### src/rtl/tinker_pkg.sv
// Shared Tinker datapath definitions: muldiv opcodes, muldiv FSM states and the
// default integer register width.
package tinker_pkg;

    localparam int TINKER_XLEN = 64;

    typedef enum logic [1:0] {
        MD_MUL  = 2'b00,
        MD_MULH = 2'b01,
        MD_DIV  = 2'b10,
        MD_REM  = 2'b11
    } muldiv_op_e;

    typedef enum logic [1:0] {
        IDLE = 2'b00,
        RUN  = 2'b01,
        DONE = 2'b10
    } muldiv_state_e;

endpackage

### src/rtl/tinker_muldiv_signfix.sv
// Conditional two's-complement negation for a parametric width. Used both to
// take operand magnitudes on entry and to reapply the result sign on exit.
module tinker_muldiv_signfix #(
    parameter int W = 64
) (
    input  logic [W-1:0] val,
    input  logic         neg,
    output logic [W-1:0] res
);

    always_comb begin
        res = neg ? (~val + {{(W-1){1'b0}}, 1'b1}) : val;
    end

endmodule

### src/rtl/tinker_muldiv_unit.sv
// Iterative multiply/divide unit (shift-add multiply, restoring divide) with
// valid/ready on both sides. Build option TINKER_MULDIV_EARLY_OUT_EN enables
// early completion of multiplies once the remaining multiplier bits are zero.
module tinker_muldiv_unit
    import tinker_pkg::*;
#(
    parameter int WIDTH = TINKER_XLEN
) (
    input  logic             clk,
    input  logic             reset,
    input  logic             flush,
    input  logic             in_valid,
    output logic             in_ready,
    input  logic [1:0]       in_op,
    input  logic             in_signed,
    input  logic [WIDTH-1:0] in_a,
    input  logic [WIDTH-1:0] in_b,
    output logic             out_valid,
    input  logic             out_ready,
    output logic [WIDTH-1:0] out_result,
    output logic             out_dbz,
    output logic             busy
);

    localparam int CNT_W = $clog2(WIDTH + 1);

    muldiv_state_e          state_q, state_d;
    muldiv_op_e             op_q, op_d;
    logic                   res_neg_q, res_neg_d;
    logic [2*WIDTH-1:0]     acc_q, acc_d;
    logic [2*WIDTH-1:0]     mcand_q, mcand_d;
    logic [WIDTH-1:0]       mplier_q, mplier_d;
    logic [CNT_W-1:0]       cnt_q, cnt_d;
    logic [WIDTH-1:0]       out_result_q, out_result_d;
    logic                   out_dbz_q, out_dbz_d;

    muldiv_op_e             req_op;
    logic                   req_div;
    logic                   a_neg, b_neg;
    logic [WIDTH-1:0]       mag_a, mag_b;
    logic                   op_div;
    logic                   early_out;
    logic [WIDTH:0]         div_trial;
    logic [WIDTH-1:0]       div_rem_next;
    logic [2*WIDTH-1:0]     acc_step;
    logic [2*WIDTH-1:0]     exit_val, exit_res;
    logic [WIDTH-1:0]       final_result;

    assign req_op  = muldiv_op_e'(in_op);
    assign req_div = in_op[1];
    assign a_neg   = in_signed & in_a[WIDTH-1];
    assign b_neg   = in_signed & in_b[WIDTH-1];
    assign op_div  = (op_q == MD_DIV) || (op_q == MD_REM);

    tinker_muldiv_signfix #(.W(WIDTH)) u_mag_a (
        .val (in_a),
        .neg (a_neg),
        .res (mag_a)
    );

    tinker_muldiv_signfix #(.W(WIDTH)) u_mag_b (
        .val (in_b),
        .neg (b_neg),
        .res (mag_b)
    );

`ifdef TINKER_MULDIV_EARLY_OUT_EN
    assign early_out = !op_div && (mplier_q[WIDTH-1:1] == '0);
`else
    assign early_out = 1'b0;
`endif

    // One iteration: acc holds {remainder, quotient/dividend} for divide and the
    // running product for multiply, where the multiplicand is pre-shifted.
    always_comb begin
        div_trial    = {acc_q[2*WIDTH-1:WIDTH], acc_q[WIDTH-1]} - {1'b0, mcand_q[WIDTH-1:0]};
        div_rem_next = div_trial[WIDTH] ? acc_q[2*WIDTH-2:WIDTH-1] : div_trial[WIDTH-1:0];
        if (op_div) begin
            acc_step = {div_rem_next, acc_q[WIDTH-2:0], ~div_trial[WIDTH]};
        end else begin
            acc_step = mplier_q[0] ? (acc_q + mcand_q) : acc_q;
        end
    end

    always_comb begin
        exit_val = acc_step;
        if (op_div) begin
            exit_val = {{WIDTH{1'b0}},
                        (op_q == MD_DIV) ? acc_step[WIDTH-1:0] : acc_step[2*WIDTH-1:WIDTH]};
        end
    end

    tinker_muldiv_signfix #(.W(2 * WIDTH)) u_fix_res (
        .val (exit_val),
        .neg (res_neg_q),
        .res (exit_res)
    );

    assign final_result = (op_q == MD_MULH) ? exit_res[2*WIDTH-1:WIDTH] : exit_res[WIDTH-1:0];

    always_comb begin
        state_d      = state_q;
        op_d         = op_q;
        res_neg_d    = res_neg_q;
        acc_d        = acc_q;
        mcand_d      = mcand_q;
        mplier_d     = mplier_q;
        cnt_d        = cnt_q;
        out_result_d = out_result_q;
        out_dbz_d    = out_dbz_q;

        case (state_q)
            IDLE: begin
                if (in_valid) begin
                    op_d      = req_op;
                    out_dbz_d = 1'b0;
                    cnt_d     = '0;
                    // Zero divisor never iterates; the quotient of 0 mirrors the old ALU.
                    if (req_div && (in_b == '0)) begin
                        state_d      = DONE;
                        out_dbz_d    = 1'b1;
                        out_result_d = (req_op == MD_DIV) ? '0 : in_a;
                    end else begin
                        state_d   = RUN;
                        res_neg_d = (req_op == MD_REM) ? a_neg : (a_neg ^ b_neg);
                        if (req_div) begin
                            acc_d    = {{WIDTH{1'b0}}, mag_a};
                            mcand_d  = {{WIDTH{1'b0}}, mag_b};
                            mplier_d = '0;
                        end else begin
                            acc_d    = '0;
                            mcand_d  = {{WIDTH{1'b0}}, mag_a};
                            mplier_d = mag_b;
                        end
                    end
                end
            end
            RUN: begin
                acc_d = acc_step;
                cnt_d = cnt_q + CNT_W'(1);
                if (!op_div) begin
                    mcand_d  = mcand_q << 1;
                    mplier_d = mplier_q >> 1;
                end
                if ((cnt_q == CNT_W'(WIDTH - 1)) || early_out) begin
                    state_d      = DONE;
                    out_result_d = final_result;
                end
            end
            DONE: begin
                if (out_ready) begin
                    state_d = IDLE;
                end
            end
            default: begin
                state_d = IDLE;
            end
        endcase

        if (flush) begin
            state_d = IDLE;
        end
    end

    always_ff @(posedge clk) begin
        if (reset) begin
            state_q      <= IDLE;
            op_q         <= MD_MUL;
            res_neg_q    <= 1'b0;
            acc_q        <= '0;
            mcand_q      <= '0;
            mplier_q     <= '0;
            cnt_q        <= '0;
            out_result_q <= '0;
            out_dbz_q    <= 1'b0;
        end else begin
            state_q      <= state_d;
            op_q         <= op_d;
            res_neg_q    <= res_neg_d;
            acc_q        <= acc_d;
            mcand_q      <= mcand_d;
            mplier_q     <= mplier_d;
            cnt_q        <= cnt_d;
            out_result_q <= out_result_d;
            out_dbz_q    <= out_dbz_d;
        end
    end

    assign in_ready   = (state_q == IDLE);
    assign busy       = (state_q != IDLE);
    assign out_valid  = (state_q == DONE);
    assign out_result = out_result_q;
    assign out_dbz    = out_dbz_q;

endmodule

### config.mk
export PLATFORM = sky130hd
export DESIGN_NAME = tinker_muldiv_unit
export DESIGN_NICKNAME = d
export VERILOG_FILES = /design/src/rtl/tinker_pkg.sv /design/src/rtl/tinker_muldiv_signfix.sv /design/src/rtl/tinker_muldiv_unit.sv
export SDC_FILE = /design/constraint.sdc
export NUM_CORES = 2
export LEC_CHECK = 0
export ABC_CLOCK_PERIOD_IN_PS = 12900
export CELL_PAD_IN_SITES_DETAIL_PLACEMENT = 1
export CELL_PAD_IN_SITES_GLOBAL_PLACEMENT = 2
export CORE_MARGIN = 2
export CORE_UTILIZATION = 33
export CTS_CLUSTER_SIZE = 12
export DETAILED_ROUTE_END_ITERATION = 10
export PLACE_DENSITY = 0.89
export SYNTH_ARGS = -nofsm -noshare
export SYNTH_HDL_FRONTEND = slang
export SYNTH_SLANG_ARGS = --single-unit
### constraint.sdc
create_clock -name clk -period 12.9 [get_ports clk]
set_input_delay 3.87 -clock clk [delete_from_list [all_inputs] [get_ports clk]]
set_output_delay 3.87 -clock clk [all_outputs]
set_load 0.02 [all_outputs]
**Met1 routing**

Scale: 1 px per um.
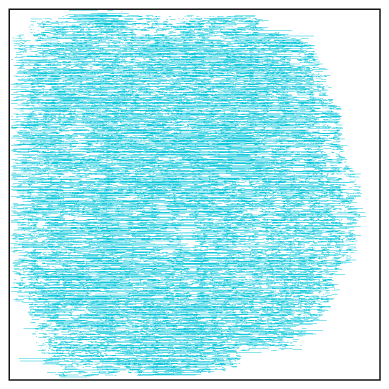
6444 nets have wire on it. The layer holds 40% of the routed length. The layer carries 116 mm of wire. The longest straight run is 158 um.

**Close-up of the layout**

Region (264, 264) to (289, 289) um. Cells in grey, sequential cells in the stronger grey; small squares are vias.
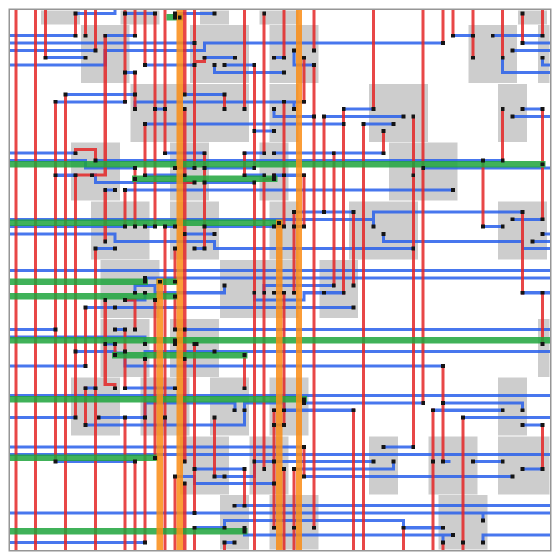
Key: metal 2 = red; metal 3 = green; metal 1 = blue; metal 4 = orange
35 logic cells have their middle in the window. Sequential cells in the window: 0. Most frequent: nand2_1 (5).

==> metrics.cfg <==
[status]
status=finished with violations
violations=capacitance limit, slew limit

[worst_setup_path]
cp-startpoint=in_b[4]
worstPathCellList=clkdlybuf4s50_1 > or4_1 > nor4_1 > nand2_1 > nor2_1 > nand2_1 > nor4_1 > buf_4 > nor2b_1 > and3_1 > and4b_1 > nor2_1 > nor2_4 > nand2_1 > a2111oi_0 > a2111oi_1
setup.worst_path.end=out_result[54]$_SDFFE_PP0P_
crit_cells=16
rrSetupSlack_ns=3.76
crit_path_max_fanout=39
r2r-end=out_result[37]$_SDFFE_PP0P_
cp_slowest_cell=a2111oi_0
cp.arrival_ns=10.12

[synth]
ys_sh_adder_pct=5.637
synth.distinct_cells=119
top_area_share_pct=18.06
avgSynthCellArea_um2=6.781
synth-edff-count=0
compound_area_share_pct=34.30
xor_share_pct=6.311
ys_ff=397
mux_share_pct=2.491
synth_top_cell_by_count=nor2_1
ff_type=dfxtp_1
synth_area_um2=44000
area_leaders=dfxtp_1 18%, a21oi_1 7.1%, nor2_1 7.1%

[final_layout]
instances_no_fill=8206
final_cell_area_um2=49370
syn_to_final_growth_pct=12.21
drive_gt1_share_pct=5.620

[placed_design]
gp_congestion=1.143
dp.cells=8102
dp_slack_ns=2.854
hpwl_um=232400
port_buffers=203

[global_route]
grt_start_max_net_pins=128

[final_timing]
rsz0062_at_grt=false
finClkSkew_ns=0.09415
drv_slew=2
fmax_mhz=104.4
slew_headroom_pct=-4.654

[cts]
cts_hold_buf=0
cts_sinks=397
tritoncts=built
clk_pin_slew_ns=0.06
postCtsSetupRepairBufs=0
cts_htree_levels=2

[routing]
wl_um=289000
vias_per_cell=6.894
ant_nets=0
drc=0

[die]
num_io_pins=204
rows=133
fp.dieW_um=369.1
chip_area_um2=136300

[power]
p_switching_mw=2.060
vdd_drop_max_mv=0.1255
p_int_mw=2.691
combPwrFrac_pct=36.7
pwr-share-clk_pct=34.2

[run]
maxCapViolCount=1
warnings=35

**Routing congestion map**

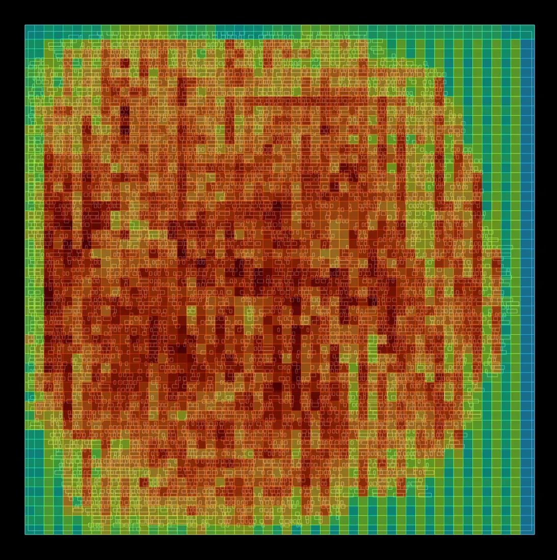
Routed wire per std cell: 35.21 um
Core Util, Final: 37.41%
GRT met3 Usage: 11.60%

**Register map, names as in the netlist**

Scale: 1 px per um.
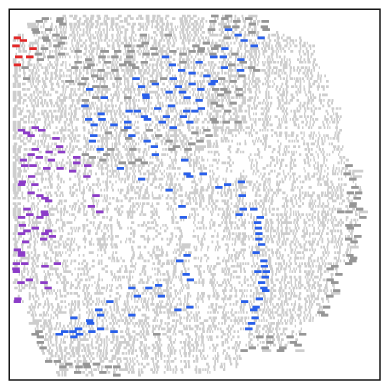
Key: `acc_q` = blue [sequential cells 128]; `cnt_q` = red [sequential cells 7, where upper left]; `out_result` = purple [sequential cells 64, where middle left]

==> metal layers <==
metal	wire (um)	part of all wire [%]	vias up	GRT usage, %
li1	-	-	24080	-
met1	115600	40	28010	53.52
met2	113300	39	3758	56.16
met3	35550	12	713	11.60
met4	24330	8.4	12	27.73
met5	92	0.032	-	0
==> worst min path at each step <==
stage,start,end,slack (ns),cells past startpoint
2_1_floorplan,mplier_q[6]$_SDFFE_PP0P_,mplier_q[6]$_SDFFE_PP0P_,0.43,2
5_1_grt,mplier_q[56]$_SDFFE_PP0P_,mplier_q[56]$_SDFFE_PP0P_,0.49,2
6_report,mplier_q[56]$_SDFFE_PP0P_,mplier_q[56]$_SDFFE_PP0P_,0.46,2
3_5_place_dp,mplier_q[1]$_SDFFE_PP0P_,mplier_q[0]$_SDFFE_PP0P_,0.46,2
4_1_cts,mplier_q[56]$_SDFFE_PP0P_,mplier_q[56]$_SDFFE_PP0P_,0.47,2
3_3_place_gp,mplier_q[56]$_SDFFE_PP0P_,mplier_q[56]$_SDFFE_PP0P_,0.44,2
==> worst register-to-register path, delay by kind of cell (launching register included) <==
| kind | cells | cell delay (ns) |
|---|---|---|
| AND-OR/OR-AND | 8 | 4.67 |
| AND/OR/NAND/NOR | 6 | 3.35 |
| adder cells (fa/ha/maj) | 1 | 0.43 |
| flip-flops | 1 | 0.35 |
| XOR/XNOR | 1 | 0.19 |
==> placed cells by master, fill, tap and decap left out, drive strengths merged, types with 61 or more instances in the layout <==
cell type / n
nor2: 828
nand2: 689
a21oi: 629
o21ai: 493
dfxtp: 397
a211oi: 275
nor3: 258
clkdlybuf4s50: 201
ha: 195
xnor2: 164
nand4: 156
xor2: 153
nand3: 147
inv: 136
buf: 123
a22oi: 115
a221oi: 107
mux2i: 96
a21o: 80
a31oi: 80
clkbuf: 75
o211ai: 72
nor2b: 66
nor4: 65
or3: 61
==> state kept, by name (all words and copies together) (netlist names) <==
signal      flops
state_q         2
mplier_q       64
out_dbz         1
out_result     64
mcand_q       128
acc_q         128
op_q            2
cnt_q           7
res_neg_q       1
==> per-stage QoR <==
stage               total power [mW]  utilization (%)
floorplan                      2.285                -
global placement               3.011            36.00
detailed placement             3.026            36.00
CTS                            4.633            37.39
global route                   4.820            37.39
finish                         4.751            37.41
==> logic make-up after synthesis <==
kind of cell / Yosys count
AND-OR/OR-AND: 2299
XOR/XNOR: 317
adder cells (fa/ha/maj): 197
buffers and inverters: 600
flip-flops: 397
multiplexers: 108
AND/OR/NAND/NOR: 2570
==> area by class of cell <==
cell class,instances,area [um^2]
Sequential cell,397,7959
Clock inverter,19,357.8
Timing Repair Buffer,324,2993
Multi-Input combinational cell,5491,33850
Clock buffer,75,1478
Fill cell,16550,82600
Inverter,135,506.7
Tap cell,1755,2196
Antenna cell,10,25.02
==> power by group through the flow <==
stage | sequential (mW) | combinational, mW | clock, mW
final | 1.38 | 1.74 | 1.63
after CTS | 1.37 | 1.64 | 1.62
after detailed placement | 1.40 | 1.63 | 0
after global placement | 1.40 | 1.61 | 0
after global routing | 1.38 | 1.78 | 1.66
after floorplan | 1.36 | 0.920 | 0
Power figures rest on the tool's default switching activity, not on a simulated workload.
